### src/rtl/mem_write_buffer.sv
// mem_write_buffer: store FIFO in front of the single shared data-memory port.
// Stores drain one word per cycle when no load owns the port; loads win arbitration
// and get read-after-write data forwarded from the youngest matching buffered store.
// Optional feature macro: WBUF_COALESCE_EN (merge a store into the youngest entry
// when the addresses match, instead of allocating a new entry).
module mem_write_buffer #(
    parameter int unsigned AW    = 32,
    parameter int unsigned DW    = 32,
    parameter int unsigned DEPTH = 4
) (
    input  logic                       clk,
    input  logic                       rst,
    input  logic                       st_valid,
    input  logic [AW-1:0]              st_addr,
    input  logic [DW-1:0]              st_data,
    output logic                       st_ready,
    input  logic                       ld_req,
    input  logic [AW-1:0]              ld_addr,
    output logic [DW-1:0]              ld_data,
    output logic                       ld_fwd,
    output logic [AW-1:0]              mem_a,
    output logic [DW-1:0]              mem_wd,
    output logic                       mem_we,
    input  logic [DW-1:0]              mem_rd,
    output logic [$clog2(DEPTH):0]     count,
    output logic                       empty
);

    localparam int unsigned PW = $clog2(DEPTH);
    localparam int unsigned CW = PW + 1;

    // Entry storage and bookkeeping
    logic [AW-1:0]    addr_q [DEPTH];
    logic [DW-1:0]    data_q [DEPTH];
    logic [DEPTH-1:0] valid_q, valid_d;
    logic [PW-1:0]    rd_ptr_q, rd_ptr_d;
    logic [PW-1:0]    wr_ptr_q, wr_ptr_d;
    logic [CW-1:0]    count_q, count_d;

    logic          full_c;
    logic          empty_c;
    logic          pop_c;
    logic          push_c;
    logic          coal_c;
    logic [PW-1:0] young_c;
    logic          fwd_hit_c;
    logic [DW-1:0] fwd_data_c;

    // Occupancy flags come only from the registered count
    always_comb begin
        full_c   = (count_q == CW'(DEPTH));
        empty_c  = (count_q == '0);
        young_c  = wr_ptr_q - PW'(1);
    end

    // Port arbitration: a load always owns the port; otherwise drain the head entry.
    // A cycle held in reset never writes memory.
    always_comb begin
        pop_c  = rst & ~ld_req & ~empty_c;
        mem_we = pop_c;
        mem_a  = ld_req ? ld_addr : addr_q[rd_ptr_q];
        mem_wd = data_q[rd_ptr_q];
    end

    // Store acceptance, with optional in-place merge into the youngest entry
    always_comb begin
        coal_c = 1'b0;
`ifdef WBUF_COALESCE_EN
        // Merging into an entry that is leaving this cycle would lose the data,
        // so a lone head being popped takes a normal push instead.
        coal_c = st_valid & ~empty_c & (addr_q[young_c] == st_addr)
               & ~(pop_c & (count_q == CW'(1)));
`endif
        push_c = st_valid & ~full_c & ~coal_c;
    end

    // Next-state for pointers, count and valid bits
    always_comb begin
        rd_ptr_d = rd_ptr_q;
        wr_ptr_d = wr_ptr_q;
        count_d  = count_q;
        valid_d  = valid_q;
        if (pop_c) begin
            rd_ptr_d          = rd_ptr_q + PW'(1);
            valid_d[rd_ptr_q] = 1'b0;
        end
        if (push_c) begin
            wr_ptr_d          = wr_ptr_q + PW'(1);
            valid_d[wr_ptr_q] = 1'b1;
        end
        case ({push_c, pop_c})
            2'b10:   count_d = count_q + CW'(1);
            2'b01:   count_d = count_q - CW'(1);
            default: count_d = count_q;
        endcase
    end

    // Control state register with synchronous active-low reset
    always_ff @(posedge clk) begin
        if (!rst) begin
            rd_ptr_q <= '0;
            wr_ptr_q <= '0;
            count_q  <= '0;
            valid_q  <= '0;
        end else begin
            rd_ptr_q <= rd_ptr_d;
            wr_ptr_q <= wr_ptr_d;
            count_q  <= count_d;
            valid_q  <= valid_d;
        end
    end

    // Payload storage; contents are meaningless unless the matching valid bit is set
    always_ff @(posedge clk) begin
        if (rst && push_c) begin
            addr_q[wr_ptr_q] <= st_addr;
            data_q[wr_ptr_q] <= st_data;
        end
        if (rst && coal_c) begin
            data_q[young_c] <= st_data;
        end
    end

    // Forwarding: scan oldest to youngest so the last match is the youngest store
    always_comb begin
        fwd_hit_c  = 1'b0;
        fwd_data_c = '0;
        for (int i = 0; i < int'(DEPTH); i++) begin
            if (valid_q[rd_ptr_q + PW'(i)] && (addr_q[rd_ptr_q + PW'(i)] == ld_addr)) begin
                fwd_hit_c  = 1'b1;
                fwd_data_c = data_q[rd_ptr_q + PW'(i)];
            end
        end
    end

    // Output assembly
    always_comb begin
        ld_fwd   = fwd_hit_c;
        ld_data  = fwd_hit_c ? fwd_data_c : mem_rd;
        st_ready = ~full_c;
        empty    = empty_c;
        count    = count_q;
    end

endmodule

### config.mk
export PLATFORM = sky130hd
export DESIGN_NAME = mem_write_buffer
export DESIGN_NICKNAME = d
export VERILOG_FILES = /design/src/rtl/mem_write_buffer.sv
export SDC_FILE = /design/constraint.sdc
export NUM_CORES = 1
export LEC_CHECK = 0
export CORE_ASPECT_RATIO = 1.5
export CORE_UTILIZATION = 50
export DETAILED_ROUTE_END_ITERATION = 7
export PLACE_DENSITY = 0.73
export SYNTH_ARGS = -nofsm -noshare
export SYNTH_HDL_FRONTEND = slang
export SYNTH_SLANG_ARGS = --single-unit
export TNS_END_PERCENT = 50
### constraint.sdc
create_clock -name clk -period 6.9 [get_ports clk]
set_input_delay 1.035 -clock clk [delete_from_list [all_inputs] [get_ports clk]]
set_output_delay 1.035 -clock clk [all_outputs]
set_load 0.01 [all_outputs]
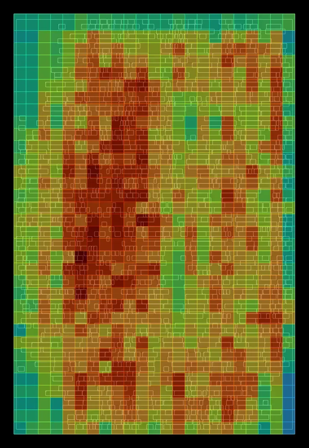
Run 1: congestion heat map
fraction of met1 tracks used by global routing: 33.4%
post-layout utilization of the core: 61.4%
overall global routing resource usage: 28.1%
detailed-route wire length per cell: 26.6 um
met3 Usage GRT: 3.08%

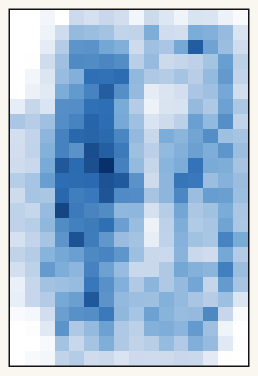
Run 1: wire density map
Scale: 1.5 px per um. The die is cut into 16 by 24 equal tiles; white is low, dark blue is high, scaled to the fullest tile. Values are wire area over tile area, all layers added.
nearly empty tiles: 5.2%
emptiest ninth of the die: north-west
fullest tile: 0.58
tiles over half the peak: 30%
mean over tiles: 0.23

==> notes.md, run 1 <==
Physical implementation.

- Looking at the power breakdown, combinational cells take ~40% of the total.
- The global-route wire length before repair is 80.3 mm.
- Setup repair after global routing left no endpoint under its margin.
- After the flow finishes, the layout carries non-filler instances totaling 1974.
- The first TritonRoute pass finished after 6 iterations.
- The run finished with clean final reports.
- The region available for standard cell placement spans 0.0361 mm2.
- In the power breakdown, the internal column shows 4000 uW.
- The share of total power dissipated in the clock network is 26.7%.
- The area share of buffers outside the clock network is about an eighth.
- For this run, the script counts the antenna cells in the layout as 3.
- The post-synthesis area per instance is 14.2 um2.
- According to the hold report, the worst path is of the register to register type.
- The final report lists the setup-violating endpoint count as 0.
- The final cell area excluding filler cells is between 0.02 and 0.025 mm2.
- The number of cells on the worst hold path is 1.
- The detailed router reports a met3 wire length of between 3 and 4 mm.
- The synthesized netlist net count is ~1400.
- The family with the most delay on the worst path is simple AND/OR/NAND/NOR gates.
- The skew report gives the latency at the later pin of the worst-skew pair as 0.55 ns.
- The I/O pin total is 235.
- The yosys synthesis chip area is 0.0184 mm2.
- The number of signal-net inverters in the final layout is 18.
- During synthesis, Yosys emitted a total of 0 warnings.
- In the per-layer summary, the met1 wirelength comes to roughly 19 mm.
- The setup slack after layout is 0.270 ns.
- The number of remaining DRC errors is 0.
- STA on the placed design reports a worst setup slack of 0.388 ns.
- Summed over all nets, wire length on met2 after detailed routing comes to approximately 28 mm.
- The routed design could run at a clock period as short as 6.63 ns.
- Ranking logic cells in the layout by count gives the top entries edfxtp_1, clkdlybuf4s50_1, mux4_2.
- The flop and latch count out of synthesis is between 200 and 300.
- Entering global routing, the biggest net connects approximately 130 pins.
- Leaving out the clock tree, the finished layout contains a buffer count of about 280.
- The final-layout clock-cell area share is 4.20%.
- TritonCTS built the clock tree.
- The buffer and inverter count on the worst path is 3.
- The longest incremental delay of any stage on the critical path is reported as 0.64 ns.
- The final wirelength is 52.4 mm.
- The leakage power of the design is 0.00678 uW.
- OpenSTA lists the critical path startpoint as rd_ptr_q[0]$_SDFFE_PN0P_.
- Relative to the synthesized area, the layout overhead comes to 20.1%.
- The global router reports that the layer with the highest usage is met2.
- STA shows the worst min-delay path finishing at valid_q[3]$_SDFF_PN0_.
- The cell area after placement is approximately 0.021 mm2.
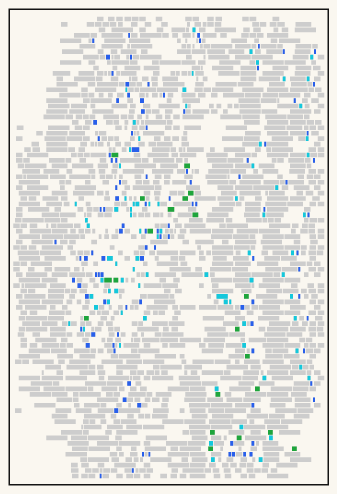
Run 1: gate families picked out
Scale: 2 px per um.
[blue] nand cells | cells: 106 | where: spread over the die
[cyan] nor cells | cells: 77
[green] non-inverting ao/oa cells | cells: 21

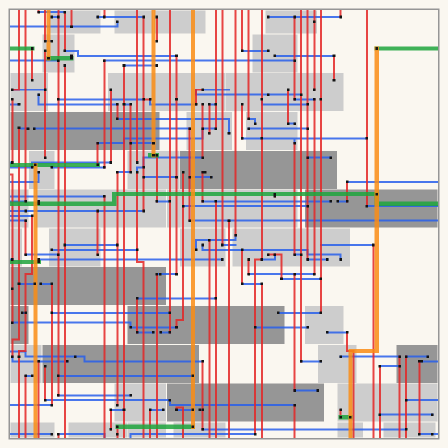
Run 1: close-up of the layout
Region (64, 56) to (94, 86) um. Cells in gray, sequential cells in the stronger gray; small squares are vias.
[green] M3
[red] M2
[orange] M4
[blue] M1
cells with their middle in the window: 29
sequential cells in the window: 7
netlist names of flops here include: addr_q (7)
most frequent: edfxtp_1 (7), mux2i_1 (6)

==> run 1: sequential cells by signal (all words and copies together), names as in the netlist, named ones only <==
signal and count:
addr_q 128, data_q 128, count 3, wr_ptr_q 2, valid_q 4, rd_ptr_q 2
==> run 1: Yosys cell counts, drive strengths merged, types with 3 or more instances <==
cell     count  area (um2)
edfxtp     256        7690
mux4       201        4530
mux2i       98         981
xnor2       78         683
clkbuf      69         268
nand2       68         258
mux2        63         713
buf         57         319
o21ai       39         195
a221oi      35         369
nor3        33         176
xor2        31         272
nor2        23        86.3
o31ai       23         173
nand3       19        95.1
inv         18        67.6
nand4       15        93.8
dfxtp       13         260
nor2b       13        81.3
a21o        12        90.1
and2        11        68.8
a21oi       10        50.1
ha           9         113
o22ai        9        56.3
and3         8        50.1
a211oi       7        52.6
nor4         7        43.8
o2111ai      7        61.3
o2bb2ai      5        43.8
or4          5        37.5
a222oi       4        40.0
a31o         4        35.0
a31oi        4        25.0
nand2b       3        18.8
o211ai       3        22.5
o32ai        3        26.3
or2          3        18.8
or3          3        18.8
==> run 1: cells by family (layout without fill, tap and decap cells) <==
group                      count (synthesis)  count (layout)  synth area share, %
and+or+nand+nor                          216             216                 5.95
AOI/OAI and AO/OA                        184             184                 7.66
xor gates and xnor gates                 109             109                 5.18
buffers and inverters                    144             343                 3.55
other                                      0               3                    0
DFF                                      269             269                 43.2
muxes                                    362             362                 33.8
adders and majority gates                 10              10                0.720
==> run 1: stage by stage <==
stage	hold WS [ns]	util [%]
finish	0.526	61.4
detailed placement	0.507	58.7
global placement	0.508	58.7
floorplan	0.483	-
CTS	0.527	61.3
global route	0.581	61.4
==> run 1: timing repair <==
item | 4_1_cts | 5_1_grt
resized | 0 | 2
buffers inserted | 0 | 0
setup endpoints to repair | 0 | 21
==> run 1 -> run 2 <==
--- a/config.mk
+++ b/config.mk
@@ -9,6 +9,7 @@
 export CORE_UTILIZATION = 50
 export DETAILED_ROUTE_END_ITERATION = 7
 export PLACE_DENSITY = 0.73
+export SETUP_SLACK_MARGIN = 0.1
 export SYNTH_ARGS = -nofsm -noshare
 export SYNTH_HDL_FRONTEND = slang
 export SYNTH_SLANG_ARGS = --single-unit
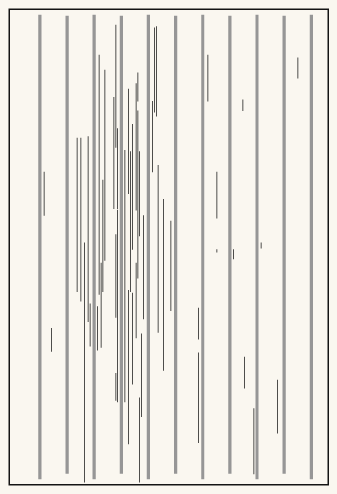
Run 2: M4 wires
Scale: 2 px per um. Supply wires on this layer in gray.
main direction: vertical
wire length on this layer: 2420 um
share of all routed wire: 4.6%
nets with wire on the layer: 40
longest straight run: 126 um

==> run 2 against run 1 <==
Clock-buffer cell count did not move. Hold slack got worse by 0.0027 ns. Area after synthesis unchanged. Final cell count is 0.10% higher. First-iteration DRC count down 0.80%. Largest cell class unchanged. Combinational power about the same. Core utilization grew 0.16 points. Sequential share of layout area shrank 0.091 points. Fmax increased by 1.8%. Clock skew increased by 0.0030 ns. Flip-flop count is the same.
==> notes.md, run 2 <==
Physical implementation.

- The post-layout utilization of the core came to 61.5% (was 61.4%).
- The clock transition at the registers of the reported paths is 0.06 ns (about the same).
- The pin count of the biggest net entering global routing is 134 (unchanged).
- The non-clock buffer instance count of the final layout is 279 (was 277).
- The setup violation total in the final timing report is 0 (unchanged).
- The number of diodes is 3 (unchanged).
- The mean routed wirelength per cell came to 26.9 um (was 26.6 um).
- The number of detailed-route iterations in the first pass is 7 (was 6).
- The global router's overall resource usage is 28.1% (unchanged).
- Largest registers in the final layout: addr_q x128, data_q x128, valid_q x4 (unchanged).
- The amount of wire on met2 after detailed routing was 28.4 mm (was 27.7 mm).
- The flop and latch count out of synthesis is 269 (unchanged).
- The worst min-delay path startpoint is valid_q[3]$_SDFF_PN0_ (unchanged).
- Commonest cells after routing, fill and taps aside: edfxtp_1, clkdlybuf4s50_1, mux4_2 (unchanged).
- The yosys synthesis chip area is 0.0184 mm2 (unchanged).
- The library cell with the largest summed area after synthesis was edfxtp_1 (unchanged).
- The fraction of post-synthesis cell area in the top cell type by area is 41.7% (unchanged).
- The routed wire length on met3 is 3.01 mm (was 3.02 mm).
- The final wirelength is 53.1 mm (was 52.4 mm).
- The dominant cell by count in the synthesized netlist is edfxtp_1 (unchanged).
- The clock network latency to the later pin of the worst-skew pair was 0.55 ns (about the same).
- Main area contributors: edfxtp_1, mux4_2, mux2i_1 (unchanged).
- The number of cells on the worst hold path is 1 (unchanged).
- The worst hold endpoint is valid_q[3]$_SDFF_PN0_ (unchanged).
- The post-layout instance count excluding filler cells came to 1976 (was 1974).
- The type of the worst min-delay path is register to register (unchanged).
- The clock period minus final worst setup slack is 6.51 ns (was 6.63 ns).
- The synthesis-to-finish area growth is 20.4% (was 20.1%).
- Leading post-synthesis cells by instance count: edfxtp_1, mux4_2, mux2i_1, xnor2_1, nand2_1 (unchanged).
- The post-synthesis area per instance is 14.2 um2 (unchanged).
- Result of the run: finished clean (unchanged).
- The global-route wire length before repair is 80.3 mm (unchanged).
- The number of remaining DRC errors is 0 (unchanged).
- The TritonCTS clock tree is built (unchanged).
- The synthesis warning total is 0 (unchanged).
- The launch point of the critical path is rd_ptr_q[0]$_SDFFE_PN0P_ (unchanged).
- The area share of buffers outside the clock network is 12.4% (was 12.2%).
- The leakage power of the design is 0.00681 uW (was 0.00678 uW).
- RSZ-0062 raised after global routing: no (unchanged).
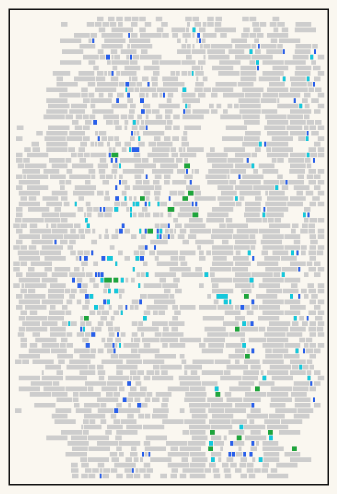
Run 2: gate families picked out
Scale: 2 px per um.
[cyan] nor cells | cells: 77
[green] non-inverting ao/oa cells | cells: 21
[blue] nand cells | cells: 106 | where: spread over the die

[run 2: routing by layer]
layer	vias up	track usage, %
li1	5684	-
met1	6735	33.4
met2	573	50.5
met3	104	3.08
met4	4	13.7
met5	-	0
[run 2: logic make-up after synthesis]
family	count (synthesis)	share of synthesized area, %
multiplexers	362	33.8
flip-flops	269	43.2
AND/OR/NAND/NOR	216	5.95
AND-OR/OR-AND	184	7.66
buffers and inverters	144	3.55
XOR/XNOR	109	5.18
adder cells (fa/ha/maj)	10	0.720
[run 2: critical path: stages (launching register included)]
cell             delay (ns)
dfxtp_4                0.43
inv_1                  0.19
ha_4                   0.65
mux4_2                 0.58
xor2_1                 0.21
a211oi_1               0.34
nand4_1                0.13
nor4_1                 0.30
buf_4                  0.19
and3_1                 0.17
buf_4                  0.35
nor2_1                 0.12
nand2_2                0.07
buf_4                  0.30
mux2_2                 0.37
clkdlybuf4s50_1        0.48
[run 2: what timing repair did]
action,4_1_cts,5_1_grt
hold buffers,0,0
endpoints found under the setup margin,0,32
gates resized,0,3
setup buffers,0,1
[run 2: per-stage QoR]
step                      setup WS [ns]  hold slack (ns)  cell area [um2]  power [uW]
after floorplan                    1.26            0.483            18400        3610
after global placement            0.439            0.508            21200        4270
after detailed placement          0.388            0.507            21200        4290
after CTS                         0.234            0.527            22100        5840
after global routing              0.163            0.581            22200        6070
final                             0.390            0.523            22200        5840
[run 2: report_power, final]
part | internal (uW) | total (uW) | switching (uW)
combinational | 1210 | 2340 | 1130
sequential | 1870 | 1950 | 85.1
clock | 938 | 1550 | 615
total | 4020 | 5840 | 1830
==> run 2 -> run 3 <==
--- a/config.mk
+++ b/config.mk
@@ -5,6 +5,8 @@
 export SDC_FILE = /design/constraint.sdc
 export NUM_CORES = 1
 export LEC_CHECK = 0
+export ABC_AREA = 1
+export CAP_MARGIN = 20
 export CORE_ASPECT_RATIO = 1.5
 export CORE_UTILIZATION = 50
 export DETAILED_ROUTE_END_ITERATION = 7
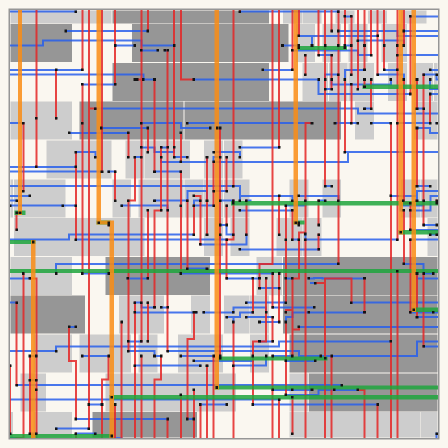
Run 3: close-up of the layout
Region (66, 58) to (96, 88) um. Cells in gray, sequential cells in the stronger gray; small squares are vias.
[red] M2
[blue] M1
[green] M3
[orange] M4
sequential cells in the window: 11
cells with their middle in the window: 60
most frequent: nand2_1 (24), edfxtp_1 (7), nand3_1 (5)
netlist names of flops here include: addr_q (7), valid_q (3)

==> run 3 against run 2 <==
Clock power about the same. Critical path type unchanged. Wire length increased by 29%. Clock skew is 0.0076 ns higher. Critical endpoint is now ld_data[22]. Non-clock buffer count shrank 17. Final area grew 1.3%. The flow now finishes with violations (DRC). Area after synthesis grew 4.4%. Register-to-register slack lost 0.06 ns. First-iteration DRC count is 100% higher. Synthesized cell count up 110%.
==> notes.md, run 3 <==
Physical implementation.

- The largest stage delay on the critical path is 0.65 ns (about the same).
- The cell area after placement is 0.0215 mm2 (was 0.0212 mm2).
- Sequence of cells on the critical path: inv_6 > ha_4 > inv_4 > buf_4 > nand3_1 > nand3_1 > nand2_1 > nor2_1 > nand2_1 > nor2_1 > nand2_1 > nor2_1 > nand2_2 > buf_4 > inv_2 > a21oi_1 > o21ai_1 > nand2_1 > nand2_1 > clkdlybuf4s50_1 (was inv_1 > ha_4 > mux4_2 > xor2_1 > a211oi_1 > nand4_1 > nor4_1 > buf_4 > and3_1 > buf_4 > nor2_1 > nand2_2 > buf_4 > mux2_2 > clkdlybuf4s50_1).
- The count of cells resized by post-cts repair is 0 (unchanged).
- The most repeated library cell on the critical path is nand2_1 (was buf_4).
- The clock network fraction of total power is 28.1% (was 26.6%).
- The number of hold-repair buffers added at the cts stage is 0 (unchanged).
- The post-layout utilization of the core came to 59.4% (was 61.5%).
- The core outline area is 0.0378 mm2 (was 0.0361 mm2).
- The share of power burned in registers is 34.7% (was 33.4%).
- The multiplexer share of the synthesized area was 2.81% (was 33.8%).
- The synthesis warning total is 0 (unchanged).
- The synthesis-to-finish area growth came to 16.8% (was 20.4%).
- The type of the worst min-delay path is register to register (unchanged).
- The clock transition at the registers of the reported paths is 0.06 ns (about the same).
- The I/O pin total is 235 (unchanged).
- The cell at the slowest stage of the critical path is inv_2 (was ha_4).
- The relative contribution of combinational cells to total power is 37.2% (was 40.0%).
- The final cell area excluding filler cells was 0.0225 mm2 (was 0.0222 mm2).
- The top logic cell family in the synthesized netlist was simple AND/OR/NAND/NOR gates (was multiplexers).
- The fraction of post-synthesis cell area in the top cell type by area was 40.0% (was 41.7%).
- The switching part of the total is 37.0% (was 31.3%).
- Result of the run: finished, violations left (was finished clean).
- The TritonCTS clock tree is built (unchanged).
- The global-route wire length before repair is 106 mm (was 80.3 mm).
- The dominant cell by count in the synthesized netlist is nand2_1 (was edfxtp_1).
- The yosys synthesis chip area is 0.0192 mm2 (was 0.0184 mm2).
- The synthesized netlist net count is 2888 (was 1436).
- Leading post-synthesis cells by instance count: nand2_1, nand3_1, edfxtp_1, nor2_1, o21ai_0 (was edfxtp_1, mux4_2, mux2i_1, xnor2_1, nand2_1).
- The final reports fail on DRC.
- The final wirelength came to 68.7 mm (was 53.1 mm).
- The post-CTS setup buffer count is 0 (unchanged).
- The library cell with the largest summed area after synthesis is edfxtp_1 (unchanged).
- The clock network latency to the later pin of the worst-skew pair was 0.57 ns (was 0.55 ns).
- The buffer and inverter count on the worst path is 6 (was 5).
- The pin count of the biggest net entering global routing is 202 (was 134).
- The area share of fa/ha/maj cells after synthesis was 0.690% (was 0.720%).
- The number of remaining DRC errors is 9 (was 0).
- The leakage power of the design is 0.00952 uW (was 0.00681 uW).
- The worst-case setup slack after placement is 1.31 ns (was 0.388 ns).
- Commonest cells after routing, fill and taps aside: nand2_1, nand3_1, edfxtp_1 (was edfxtp_1, clkdlybuf4s50_1, mux4_2).
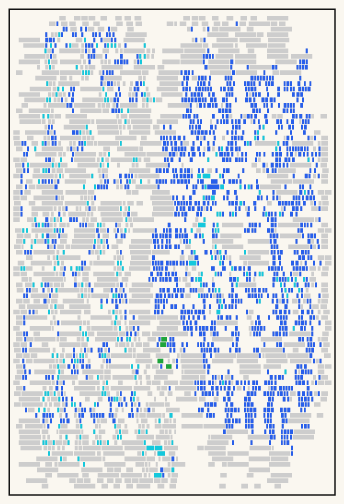
Run 3: gate families picked out
Scale: 2 px per um.
[blue] nand cells | cells: 1493 | where: spread over the die
[green] non-inverting ao/oa cells | cells: 4
[cyan] nor cells | cells: 264 | where: spread over the die

[run 3: cell types whose count changed after synthesis, sizes merged, moves of 68 or more]
| cell | previous run | this run |
|---|---|---|
| a21oi | 10 | 81 |
| nand2 | 68 | 1072 |
| nand3 | 19 | 411 |
| nor2 | 23 | 260 |
| inv | 18 | 86 |
| xnor2 | 78 | 0 |
| mux4 | 201 | 0 |
| o21ai | 39 | 233 |
[run 3: worst paths after layout]
kind	to	slack [ns]	cells past startpoint
setup / recovery	ld_data[22]	0.74	20
hold / removal	valid_q[1]$_SDFF_PN0_	0.51	1
hold reg to reg	valid_q[1]$_SDFF_PN0_	0.51	1
setup reg to reg	addr_q[2][8]$_DFFE_PP_	4.00	5
[run 3: final cells by class]
| type | instances | share of cell area [%] |
|---|---|---|
| sequential | 269 | 35.4 |
| multi-input combinational | 2217 | 44.8 |
| antenna | 3 | 0.0334 |
| clock inverter | 16 | 0.925 |
| clock buffer | 32 | 3.09 |
| timing repair buffer | 262 | 11.5 |
| inverter | 86 | 1.48 |
| tap | 489 | 2.72 |
[run 3: metal layers]
| metal | routed length [um] | GRT usage, % |
|---|---|---|
| met1 | 24900 | 39.8 |
| met2 | 32900 | 58.1 |
| met3 | 6170 | 5.58 |
| met4 | 4640 | 25.0 |
| met5 | 23 | 0 |
[run 3: kinds of logic after synthesis]
logic type | count (synthesis)
compound gates | 378
xor+xnor | 18
fa+ha+maj | 10
buf+inv | 260
flops | 269
mux | 54
simple gates | 1757
[run 3: power groups by stage]
stage | logic, uW | clock network, uW | registers [uW]
4_1_cts | 1980 | 1540 | 1890
3_5_place_dp | 1970 | 0 | 1920
5_1_grt | 2200 | 1610 | 1890
6_report | 2020 | 1530 | 1890
3_3_place_gp | 1930 | 0 | 1920
2_1_floorplan | 1290 | 0 | 1910
Power and IR drop assume default switching activity.
